[config.mk]
export PLATFORM = sky130hd
export DESIGN_NAME = wb_regfile_slave
export DESIGN_NICKNAME = d
export VERILOG_FILES = /design/src/rtl/wb_regfile_pkg.sv /design/src/rtl/wb_resp_pipe.sv /design/src/rtl/wb_regfile_slave.sv
export SDC_FILE = /design/constraint.sdc
export NUM_CORES = 2
export LEC_CHECK = 0
export CORE_AREA = 2 2 435 437
export CTS_BUF_LIST = sky130_fd_sc_hd__clkbuf_8
export DETAILED_ROUTE_END_ITERATION = 8
export DIE_AREA = 0 0 437 439
export GPL_TIMING_DRIVEN = 0
export PLACE_DENSITY_LB_ADDON = 0.08
export SYNTH_ARGS = -nofsm -noshare
export SYNTH_HDL_FRONTEND = slang
export SYNTH_SLANG_ARGS = --single-unit
[constraint.sdc]
create_clock -name clk_i -period 8 [get_ports clk_i]
set_clock_uncertainty 0.15 [all_clocks]
set_input_delay 1.6 -clock clk_i [delete_from_list [all_inputs] [get_ports clk_i]]
set_output_delay 1.6 -clock clk_i [all_outputs]
set_load 0.03 [all_outputs]
[src/rtl/wb_regfile_pkg.sv]
// Shared types and elaboration helpers for the Wishbone register-file slave.
package wb_regfile_pkg;

  // The widest supported port, so one response type serves every configuration.
  localparam int RESP_DATA_W = 64;

  typedef struct packed {
    logic                   valid;
    logic                   err;
    logic [RESP_DATA_W-1:0] data;
  } resp_t;

  function automatic bit params_legal(input int data_width, input int granule,
                                      input int latency, input int register_num,
                                      input int addr_width);
    bit ok;
    ok = (data_width == 8 || data_width == 16 || data_width == 32 || data_width == 64);
    ok &= (granule == 8 || granule == 16 || granule == 32 || granule == 64);
    ok &= (granule <= data_width) && (data_width % granule == 0);
    ok &= (latency >= 1) && (latency <= 4);
    ok &= (register_num >= 1) && (longint'(register_num) <= (longint'(1) << addr_width));
    return ok;
  endfunction

endpackage

[src/rtl/wb_resp_pipe.sv]
// Fixed-depth response delay line; a flush or reset empties every stage.
module wb_resp_pipe
  import wb_regfile_pkg::*;
#(
  parameter int STAGES = 1
) (
  input  logic  clk_i,
  input  logic  rst_ni,
  input  logic  flush_i,
  input  resp_t resp_i,
  output resp_t resp_o
);

  resp_t stage_q [STAGES];

  // NOTE: sequential state uses non-blocking assignments so every stage
  // samples its neighbour's pre-edge value and the shift is order-independent.
  always_ff @(posedge clk_i) begin
    if (!rst_ni || flush_i) begin
      for (int s = 0; s < STAGES; s++) stage_q[s] <= '0;
    end else begin
      stage_q[0] <= resp_i;
      for (int s = 1; s < STAGES; s++) stage_q[s] <= stage_q[s-1];
    end
  end

  assign resp_o = stage_q[STAGES-1];

endmodule

[src/rtl/wb_regfile_slave.sv]
// Pipelined Wishbone register file: decode, RO/WO protection, register array
// with hardware write ports, and a fixed-latency response path.
module wb_regfile_slave
  import wb_regfile_pkg::*;
#(
  parameter int                          ADDR_WIDTH   = 16,
  parameter int                          DATA_WIDTH   = 32,
  parameter int                          GRANULE      = 8,
  parameter int                          REGISTER_NUM = 16,
  parameter int                          LATENCY      = 1,
  parameter logic [REGISTER_NUM-1:0]     RO_MASK      = '0,
  parameter logic [REGISTER_NUM-1:0]     WO_MASK      = '0,
  parameter logic [DATA_WIDTH-1:0]       RESET_VALUE  = '0,
  localparam int                         SEL_WIDTH    = DATA_WIDTH / GRANULE
) (
  input  logic                               clk_i,
  input  logic                               rst_ni,
  input  logic                               cyc_i,
  input  logic                               stb_i,
  input  logic                               we_i,
  input  logic [ADDR_WIDTH-1:0]              adr_i,
  input  logic [DATA_WIDTH-1:0]              dat_i,
  input  logic [SEL_WIDTH-1:0]               sel_i,
  output logic [DATA_WIDTH-1:0]              dat_o,
  output logic                               ack_o,
  output logic                               err_o,
  output logic                               stall_o,
  input  logic [REGISTER_NUM-1:0]            hw_we_i,
  input  logic [REGISTER_NUM*DATA_WIDTH-1:0] hw_dat_i,
  output logic [REGISTER_NUM*DATA_WIDTH-1:0] regs_o
);

  if (!params_legal(DATA_WIDTH, GRANULE, LATENCY, REGISTER_NUM, ADDR_WIDTH)) begin : g_bad_params
    $error("wb_regfile_slave: illegal parameter combination");
  end

  logic [DATA_WIDTH-1:0] regs_q [REGISTER_NUM];
  logic [DATA_WIDTH-1:0] regs_d [REGISTER_NUM];
  logic [DATA_WIDTH-1:0] rd_word;
  logic [DATA_WIDTH-1:0] sel_mask;
  logic                  in_range, hit_ro, hit_wo, req_err, accept, bus_wr;
  logic                  init_q;
  resp_t                 resp_d, resp_q, pipe_out;

  // Stall covers the reset cycles themselves plus the first cycle after release.
  assign stall_o = ~rst_ni | init_q;
  assign accept  = cyc_i & stb_i & ~stall_o;

  // NOTE: every always_comb output gets a default before any conditional
  // assignment, so no path leaves a value held and no latch is inferred.
  always_comb begin
    in_range = 1'b0;
    hit_ro   = 1'b0;
    hit_wo   = 1'b0;
    rd_word  = '0;
    for (int k = 0; k < REGISTER_NUM; k++) begin
      if (adr_i == ADDR_WIDTH'(k)) begin
        in_range = 1'b1;
        hit_ro   = RO_MASK[k];
        hit_wo   = WO_MASK[k];
        rd_word  = regs_q[k];
      end
    end
    for (int g = 0; g < SEL_WIDTH; g++) sel_mask[g*GRANULE +: GRANULE] = {GRANULE{sel_i[g]}};
    req_err = ~in_range | (we_i & hit_ro) | (~we_i & hit_wo);
  end

  assign bus_wr = accept & we_i & ~req_err;

  // Hardware write lands first, then bus-selected granules override it.
  always_comb begin
    for (int k = 0; k < REGISTER_NUM; k++) begin
      regs_d[k] = hw_we_i[k] ? hw_dat_i[k*DATA_WIDTH +: DATA_WIDTH] : regs_q[k];
      if (bus_wr && adr_i == ADDR_WIDTH'(k)) begin
        regs_d[k] = (regs_d[k] & ~sel_mask) | (dat_i & sel_mask);
      end
    end
  end

  // NOTE: the register array is plain flops that must come up at a known
  // value, so it is reset explicitly rather than inferred as a RAM.
  always_ff @(posedge clk_i) begin
    if (!rst_ni) begin
      for (int k = 0; k < REGISTER_NUM; k++) regs_q[k] <= RESET_VALUE;
    end else begin
      for (int k = 0; k < REGISTER_NUM; k++) regs_q[k] <= regs_d[k];
    end
  end

  for (genvar k = 0; k < REGISTER_NUM; k++) begin : g_regs_out
    assign regs_o[k*DATA_WIDTH +: DATA_WIDTH] = regs_q[k];
  end

  // Read data is taken from pre-edge contents; writes and errors return zero.
  always_comb begin
    resp_d       = '0;
    resp_d.valid = accept;
    resp_d.err   = accept & req_err;
    if (accept && !we_i && !req_err) resp_d.data = RESP_DATA_W'(rd_word & sel_mask);
  end

  always_ff @(posedge clk_i) begin
    if (!rst_ni) begin
      init_q <= 1'b1;
      resp_q <= '0;
    end else begin
      init_q <= 1'b0;
      resp_q <= resp_d;
    end
  end

  wb_resp_pipe #(
    .STAGES (LATENCY)
  ) u_resp_pipe (
    .clk_i   (clk_i),
    .rst_ni  (rst_ni),
    .flush_i (~cyc_i),
    .resp_i  (resp_q),
    .resp_o  (pipe_out)
  );

  assign ack_o = pipe_out.valid & ~pipe_out.err;
  assign err_o = pipe_out.valid & pipe_out.err;
  assign dat_o = pipe_out.data[DATA_WIDTH-1:0];

  logic unused_resp_data;
  assign unused_resp_data = ^pipe_out.data;

endmodule

==> images/placement_by_type.png <==
Drawn at 1 px/um.
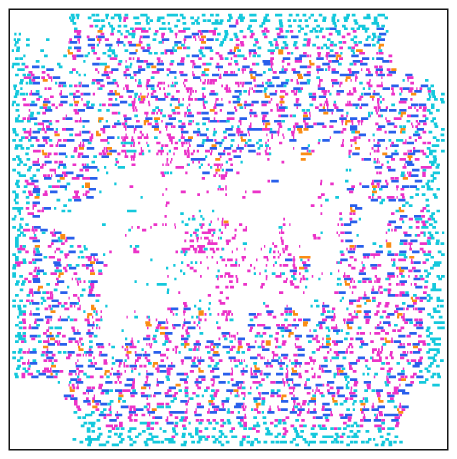
class	colour	cells
clock drivers and dummy loads	orange	205
other buffers and delay cells	cyan	1460
combinational and other logic	magenta	2427
flops	blue	581

==> images/clk_routes.png <==
Drawn at 1 px/um.
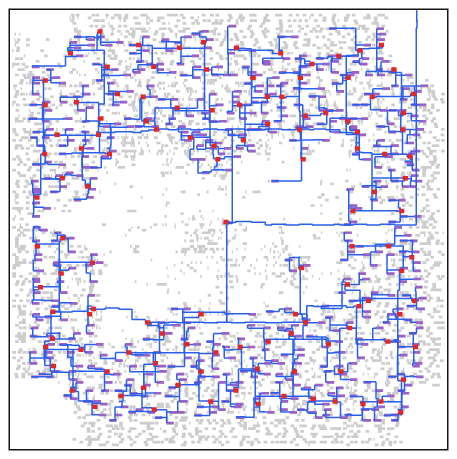
[clock drivers] red | count: 121
[flip-flops] purple | count: 581
[clock wires] blue | length: 12100 um
flops lie	all over the die

## layout make-up
| class | instances | area share [%] |
|---|---|---|
| clock inverter | 67 | 0.7911 |
| sequential | 581 | 25.27 |
| buffer | 370 | 3.504 |
| clock buffer | 138 | 4.127 |
| multi-input combinational | 2416 | 35.44 |
| inverter | 11 | 0.08971 |
| antenna | 25 | 0.1359 |
| tap | 2495 | 6.782 |
| timing repair buffer | 1090 | 23.86 |
## flip-flops by register name, summed over array words and instances, names as in the netlist
signal               flops
regs_q                 512
resp_q                  34
u_resp_pipe.stage_q     34
init_q                   1
## where the power goes
| part | switching (uW) | internal, uW | leakage, uW | total (uW) |
|---|---|---|---|---|
| registers | 308 | 3050 | 0.00478 | 3360 |
| logic | 1030 | 722 | 0.0113 | 1750 |
| clock network | 1570 | 1620 | 0.00135 | 3190 |
==> impl_metrics.env <==
# physical design summary
export IMPL_status="finished, violations left"
export IMPL_violations="max-capacitance violations, max-slew violations"
export IMPL_lay_top_cells="clkdlybuf4s50_1 (1080), nor2_1 (599), dfxtp_1 (581)"
export IMPL_grt_overflow_total=0
export IMPL_clockBufferDepth=3
export IMPL_avgSynthCellArea_sq_um=8.734
export IMPL_grt_busiest_layer="met2"
export IMPL_largest_area_cell="dfxtp_1"
export IMPL_cap_violations=4
export IMPL_fin_setup_tns_ns=0
export IMPL_yosysSeqAreaShare_pct=39.42
export IMPL_ys_cells=3378
export IMPL_m1WireLength_mm=119.1
export IMPL_muxShareOfSynthArea_pct=20.10
export IMPL_cp_slowest_cell="a21oi_1"
export IMPL_place_congestion=0.9503
export IMPL_ff2ff_path_depth=9
export IMPL_topCombFamilyByArea="AND-OR/OR-AND gates"
export IMPL_top_cell_area_share_pct=39.42
export IMPL_max_slew_margin_rel_pct=-4.069
export IMPL_layout_top_cell="clkdlybuf4s50_1"
export IMPL_holdBufCountCts=0
export IMPL_fp_util_pct=15.78
export IMPL_die_h_um=439
export IMPL_top_layer="met5"
export IMPL_antenna_found_initial=66
export IMPL_place_area_sq_um=43670
export IMPL_power_density_nw_per_um2=180.4
export IMPL_timing_rr_end="regs_q[0][145]$_SDFF_PN0_"
export IMPL_drv_slew=13
export IMPL_dr_pass1_iters=5
export IMPL_syn_inst=3378
export IMPL_cp_cell_sequence="clkdlybuf4s50_1 > buf_2 > buf_2 > nor2_1 > clkbuf_1 > clkbuf_1 > nand2_1 > a21oi_1 > o21ai_0 > a21oi_1"
export IMPL_worst_ep_arrival_time_ns=7.09
export IMPL_vdd_ir_drop_max_mv=0.1142
export IMPL_cts_tree="yes"
export IMPL_final_cell_area_sq_um=46030
export IMPL_die_area_sq_um=191800
Power figures rest on the tool's default switching activity, not on a simulated workload.
